`src/rtl/reactor_pkg.sv`:
```
// Shared definitions for the reactor sensor scheduler and its helpers.
//   DATA_W       : sample / average width
//   SUM_W        : accumulator width for four samples (never overflows)
//   TEMP_LIMIT   : over-temperature set threshold
//   TEMP_HYST    : hysteresis band below TEMP_LIMIT before the flag clears
//   NUM_CH, CH_W : channel count and channel index width
//   FAULT_SAMPLE : fail-hot value substituted for a timed-out channel
package reactor_pkg;

    localparam int unsigned DATA_W     = 9;
    localparam int unsigned SUM_W      = DATA_W + 2;
    localparam int unsigned TEMP_LIMIT = 300;
    localparam int unsigned TEMP_HYST  = 10;
    localparam int unsigned NUM_CH     = 4;
    localparam int unsigned CH_W       = 2;

    localparam logic [DATA_W-1:0] FAULT_SAMPLE = 9'h1FF;

    typedef enum logic [1:0] {
        IDLE,
        REQ,
        EVAL
    } schedState_e;

endpackage

```
`src/rtl/reactor_sensor_scheduler_if.sv`:
```
// Shared-ADC request/acknowledge bus.
//   adc_req  : sample request (master -> ADC)
//   adc_ch   : channel select, valid while adc_req=1 (master -> ADC)
//   adc_ack  : data valid, qualifies adc_data (ADC -> master)
//   adc_data : sample from the selected channel (ADC -> master)
interface reactor_sensor_scheduler_if;

    logic                             adc_req;
    logic [reactor_pkg::CH_W-1:0]     adc_ch;
    logic                             adc_ack;
    logic [reactor_pkg::DATA_W-1:0]   adc_data;

    modport master (
        output adc_req,
        output adc_ch,
        input  adc_ack,
        input  adc_data
    );

    modport slave (
        input  adc_req,
        input  adc_ch,
        output adc_ack,
        output adc_data
    );

endinterface

```
`src/rtl/temp_hysteresis.sv`:
```
// Hysteretic over-temperature flag, reusable for any temperature monitor.
//   CLOCK    : clock, rising edge
//   reset    : synchronous active-high reset (flag clears)
//   update   : strobe; avg is evaluated only when high
//   avg      : averaged temperature
//   overTemp : sets at avg >= LIMIT, clears at avg < LIMIT - HYST, else holds
module temp_hysteresis #(
    parameter int unsigned WIDTH = 9,
    parameter int unsigned LIMIT = 300,
    parameter int unsigned HYST  = 10
) (
    input  logic             CLOCK,
    input  logic             reset,
    input  logic             update,
    input  logic [WIDTH-1:0] avg,
    output logic             overTemp
);

    localparam logic [WIDTH-1:0] SET_LEVEL = WIDTH'(LIMIT);
    localparam logic [WIDTH-1:0] CLR_LEVEL = WIDTH'(LIMIT - HYST);

    logic hotQ, hotD;

    always_comb begin
        hotD = hotQ;
        if (update) begin
            if (avg >= SET_LEVEL) begin
                hotD = 1'b1;
            end else if (avg < CLR_LEVEL) begin
                hotD = 1'b0;
            end
        end
    end

    always_ff @(posedge CLOCK) begin
        if (reset) begin
            hotQ <= 1'b0;
        end else begin
            hotQ <= hotD;
        end
    end

    assign overTemp = hotQ;

endmodule

```
`src/rtl/reactor_sensor_scheduler.sv`:
```
// Round-robin sweep of the four reactor temperature channels through one shared
// ADC; publishes the average of each sweep and a hysteretic over-temp flag.
//   CLOCK     : clock, rising edge
//   reset     : synchronous active-high reset; aborts any sweep in progress
//   enable    : permits new sweeps to start
//   adc       : shared ADC req/ack bus (master side)
//   avg_temp  : last computed average
//   avg_valid : one-cycle pulse when avg_temp updates
//   over_temp : hysteretic over-temperature flag
//   busy      : high while a sweep is in progress
//   ch_fault  : sticky per-channel timeout flags
// Optional build macro SENSOR_TIMEOUT_EN: bounds the ack wait to TIMEOUT cycles,
// substitutes FAULT_SAMPLE and flags the channel. Without it ch_fault is 0.
module reactor_sensor_scheduler
    import reactor_pkg::*;
#(
    parameter int unsigned SAMPLE_PERIOD = 16
`ifdef SENSOR_TIMEOUT_EN
    ,
    parameter int unsigned TIMEOUT = 8
`endif
) (
    input  logic                       CLOCK,
    input  logic                       reset,
    input  logic                       enable,
    reactor_sensor_scheduler_if.master adc,
    output logic [DATA_W-1:0]          avg_temp,
    output logic                       avg_valid,
    output logic                       over_temp,
    output logic                       busy,
    output logic [NUM_CH-1:0]          ch_fault
);

    localparam int unsigned       IDLE_W    = $clog2(SAMPLE_PERIOD);
    localparam logic [IDLE_W-1:0] IDLE_LAST = IDLE_W'(SAMPLE_PERIOD - 1);
    localparam logic [CH_W-1:0]   LAST_CH   = CH_W'(NUM_CH - 1);

    schedState_e       stateQ, stateD;
    logic [IDLE_W-1:0] idleCntQ, idleCntD;
    logic [SUM_W-1:0]  sumQ, sumD;
    logic [CH_W-1:0]   chQ, chD;
    logic              reqQ, reqD;
    logic              busyQ, busyD;
    logic              validQ, validD;
    logic [DATA_W-1:0] avgQ, avgD;
    logic [DATA_W-1:0] sample;
    logic              take;

`ifdef SENSOR_TIMEOUT_EN
    localparam int unsigned       WAIT_W    = $clog2(TIMEOUT + 1);
    localparam logic [WAIT_W-1:0] WAIT_LAST = WAIT_W'(TIMEOUT - 1);

    logic [WAIT_W-1:0] waitCntQ, waitCntD;
    logic [NUM_CH-1:0] faultQ, faultD;
`endif

    always_comb begin
        stateD   = stateQ;
        idleCntD = idleCntQ;
        sumD     = sumQ;
        chD      = chQ;
        reqD     = reqQ;
        busyD    = busyQ;
        avgD     = avgQ;
        validD   = 1'b0;
        sample   = adc.adc_data;
        take     = 1'b0;
`ifdef SENSOR_TIMEOUT_EN
        // Counter only advances while a request is outstanding without ack.
        waitCntD = '0;
        faultD   = faultQ;
`endif
        unique case (stateQ)
            IDLE: begin
                if (enable) begin
                    if (idleCntQ == IDLE_LAST) begin
                        idleCntD = '0;
                        sumD     = '0;
                        chD      = '0;
                        reqD     = 1'b1;
                        busyD    = 1'b1;
                        stateD   = REQ;
                    end else begin
                        idleCntD = idleCntQ + 1'b1;
                    end
                end
            end
            REQ: begin
                // reqQ low here is the mandatory gap cycle between channels.
                if (!reqQ) begin
                    reqD = 1'b1;
                end else if (adc.adc_ack) begin
                    take = 1'b1;
`ifdef SENSOR_TIMEOUT_EN
                end else if (waitCntQ == WAIT_LAST) begin
                    take        = 1'b1;
                    sample      = FAULT_SAMPLE;
                    faultD[chQ] = 1'b1;
                end else begin
                    waitCntD = waitCntQ + 1'b1;
`endif
                end
                if (take) begin
                    sumD = sumQ + SUM_W'(sample);
                    reqD = 1'b0;
                    if (chQ == LAST_CH) begin
                        stateD = EVAL;
                    end else begin
                        chD = chQ + 1'b1;
                    end
                end
            end
            EVAL: begin
                avgD   = sumQ[SUM_W-1:2];
                validD = 1'b1;
                busyD  = 1'b0;
                chD    = '0;
                stateD = IDLE;
            end
            default: stateD = IDLE;
        endcase
    end

    always_ff @(posedge CLOCK) begin
        if (reset) begin
            stateQ   <= IDLE;
            idleCntQ <= '0;
            sumQ     <= '0;
            chQ      <= '0;
            reqQ     <= 1'b0;
            busyQ    <= 1'b0;
            validQ   <= 1'b0;
            avgQ     <= '0;
        end else begin
            stateQ   <= stateD;
            idleCntQ <= idleCntD;
            sumQ     <= sumD;
            chQ      <= chD;
            reqQ     <= reqD;
            busyQ    <= busyD;
            validQ   <= validD;
            avgQ     <= avgD;
        end
    end

`ifdef SENSOR_TIMEOUT_EN
    always_ff @(posedge CLOCK) begin
        if (reset) begin
            waitCntQ <= '0;
            faultQ   <= '0;
        end else begin
            waitCntQ <= waitCntD;
            faultQ   <= faultD;
        end
    end

    assign ch_fault = faultQ;
`else
    assign ch_fault = '0;
`endif

    // Flag updates on the same edge as avg_temp, from the same truncated sum.
    temp_hysteresis #(
        .WIDTH (DATA_W),
        .LIMIT (TEMP_LIMIT),
        .HYST  (TEMP_HYST)
    ) uHyst (
        .CLOCK    (CLOCK),
        .reset    (reset),
        .update   (stateQ == EVAL),
        .avg      (sumQ[SUM_W-1:2]),
        .overTemp (over_temp)
    );

    assign adc.adc_req = reqQ;
    assign adc.adc_ch  = chQ;
    assign avg_temp    = avgQ;
    assign avg_valid   = validQ;
    assign busy        = busyQ;

endmodule
```
`src/flat_wrapper.sv`:
```
// flat-port wrapper written by rule: the top's interface ports become plain ports
module reactor_sensor_scheduler_flat import reactor_pkg::*;
#(
    parameter int unsigned SAMPLE_PERIOD = 16

)
  (CLOCK, reset, enable, avg_temp, avg_valid, over_temp, busy, ch_fault, adc_adc_req, adc_adc_ch, adc_adc_ack, adc_adc_data);
  reactor_sensor_scheduler_if adc_i ();
  input  logic CLOCK;
  input  logic reset;
  input  logic enable;
  output logic [DATA_W-1:0] avg_temp;
  output logic avg_valid;
  output logic over_temp;
  output logic busy;
  output logic [NUM_CH-1:0] ch_fault;
  output wire logic [$bits(adc_i.adc_req)-1:0] adc_adc_req;
  output wire logic [$bits(adc_i.adc_ch)-1:0] adc_adc_ch;
  input wire logic [$bits(adc_i.adc_ack)-1:0] adc_adc_ack;
  input wire logic [$bits(adc_i.adc_data)-1:0] adc_adc_data;
  assign adc_adc_req = adc_i.adc_req;
  assign adc_adc_ch = adc_i.adc_ch;
  assign adc_i.adc_ack = adc_adc_ack;
  assign adc_i.adc_data = adc_adc_data;
  reactor_sensor_scheduler #(.SAMPLE_PERIOD(SAMPLE_PERIOD)) u_core (.CLOCK(CLOCK), .reset(reset), .enable(enable), .adc(adc_i), .avg_temp(avg_temp), .avg_valid(avg_valid), .over_temp(over_temp), .busy(busy), .ch_fault(ch_fault));
endmodule
```
`config.mk`:
```
export PLATFORM = sky130hd
export DESIGN_NAME = reactor_sensor_scheduler_flat
export DESIGN_NICKNAME = d
export VERILOG_FILES = /design/src/rtl/reactor_pkg.sv /design/src/rtl/reactor_sensor_scheduler_if.sv /design/src/rtl/temp_hysteresis.sv /design/src/rtl/reactor_sensor_scheduler.sv /design/src/flat_wrapper.sv
export SDC_FILE = /design/constraint.sdc
export NUM_CORES = 1
export LEC_CHECK = 0
export CAP_MARGIN = 20
export CELL_PAD_IN_SITES_DETAIL_PLACEMENT = 0
export CELL_PAD_IN_SITES_GLOBAL_PLACEMENT = 1
export CORE_ASPECT_RATIO = 1.5
export CORE_MARGIN = 2
export CORE_UTILIZATION = 50
export DETAILED_ROUTE_END_ITERATION = 8
export DONT_BUFFER_PORTS = 1
export HOLD_SLACK_MARGIN = 0.08
export PLACE_DENSITY_LB_ADDON = 0.1
export SLEW_MARGIN = 20
export SYNTH_ARGS = -nofsm -noshare
export SYNTH_HDL_FRONTEND = slang
export SYNTH_HIERARCHICAL = 1
export SYNTH_SLANG_ARGS = --single-unit
```
`constraint.sdc`:
```
create_clock -name CLOCK -period 3.5 [get_ports CLOCK]
set_clock_uncertainty 0.1 [all_clocks]
set_input_delay 0.875 -clock CLOCK [delete_from_list [all_inputs] [get_ports CLOCK]]
set_output_delay 0.875 -clock CLOCK [all_outputs]
set_load 0.01 [all_outputs]
```
==> run summary <==
Physical implementation.

- The post-synth design cell area is 1718 sq um.
- After the first detailed-routing iteration, the DRC count stood at 49.
- The routed length per instance is 15.28 microns.
- The synthesis report lists the most area-consuming cells as sky130_fd_sc_hd__dfxtp_1 (37%), sky130_fd_sc_hd__ha_1 (8.0%), sky130_fd_sc_hd__a21oi_1 (7.9%), sky130_fd_sc_hd__nand2_1 (7.2%), sky130_fd_sc_hd__mux2i_1 (2.9%).
- The adder and majority gate portion of the synthesized area is 9.177%.
- In this run the standard cell core region covers 3351 sq um.
- The tool warning count for the run is 26.
- The residual antenna-violating net count after detailed routing is 0.
- The category of the critical setup timing path is primary input to flop.
- The worst reg-to-reg setup slack is 1.35 ns.
- The repair_antennas step left the layout with diodes totalling 0.
- The endpoint of the worst setup timing path is u_core/sumQ[6].
- Looking at the post-CTS report, the setup buffer insertion count equals 0.
- For this run, asynchronously set or reset flops after synthesis account for 0%.
- The detailed router put a total of 1559 microns of wire on met1.
- The total placed cells including tap cells is 235.
- Leaving out fill and tap cells, the most frequent cells in the layout are sky130_fd_sc_hd__nand2_1 (33), sky130_fd_sc_hd__dfxtp_1 (32), sky130_fd_sc_hd__a21oi_1 (27).
- The run finished with clean final reports.
- In the Yosys report, the sequential cells make up 37.29% of the chip area.
- The slowest stage of the critical path is the sky130_fd_sc_hd__fa_1 cell.
- Port buffering added 0 buffers.
- The clock-pin slew of the registers on the worst-case setup and hold paths is 0.06 ns.
- Yosys reports a chip area of 1718 sq um.
- The met2 track utilization from global routing is 34.88%.
==> critical path, delay by kind of cell <==
family          cells  cell delay, ns
fa+ha+maj           2            0.64
compound gates      3            0.74
xor+xnor            1            0.10
==> flip-flops by register name, summed over array words and instances, names as in the netlist <==
register and count:
u_core/stateQ 2, u_core/uHyst/overTemp 1, u_core/adc.adc_req 1, u_core/adc.adc_ch 2, u_core/sumQ 11, u_core/busy 1, u_core/avg_valid 1, u_core/idleCntQ 4
u_core/avg_temp 9
==> final cells by class <==
class | count | area (sq um) | area share [%]
multi-input cells | 156 | 1003 | 55.58
well taps | 42 | 52.55 | 2.911
clock buffers | 8 | 90.09 | 4.990
flip-flops and latches | 32 | 640.6 | 35.48
inverters | 5 | 18.77 | 1.040
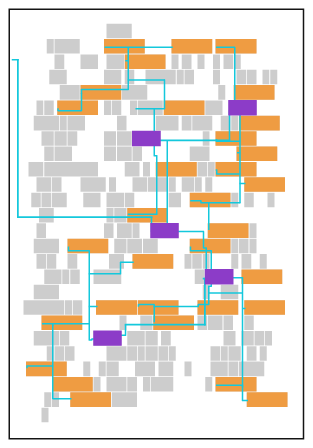
Fig. 1. Clock distribution.
Purple stands for clock drivers, count 5. Cyan stands for clock wires, length 408 microns. Orange stands for flip-flops, count 32.
Position of the flops: all over the die.
clock network fraction of total power: 41.7%
clock latency on the worst-skew pair: 0.28 ns
power drawn by the clock network: 283 uW

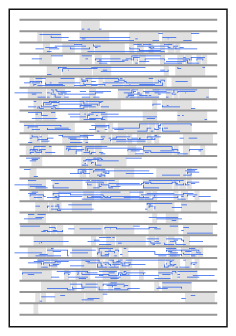
Fig. 2. M1 wires.
Supply wires on this layer in grey. Cells faint in the background.
The longest straight run is 18.4 microns. The layer holds 42% of the routed length. The layer carries 1560 microns of wire. The wires run mostly horizontal.

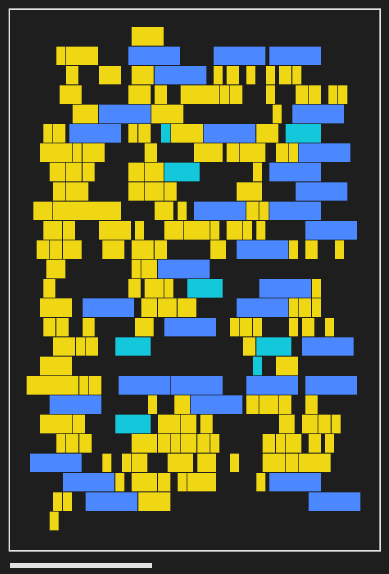
Fig. 3. Cells coloured by class.
The bar under the picture is 20 microns long.
Yellow stands for combinational and other logic, cells 161, share of their area 58%. Blue stands for flops, cells 32, share of their area 37%. Cyan stands for clock drivers and dummy loads, cells 8, share of their area 5.1%.

Power figures rest on the tool's default switching activity, not on a simulated workload.
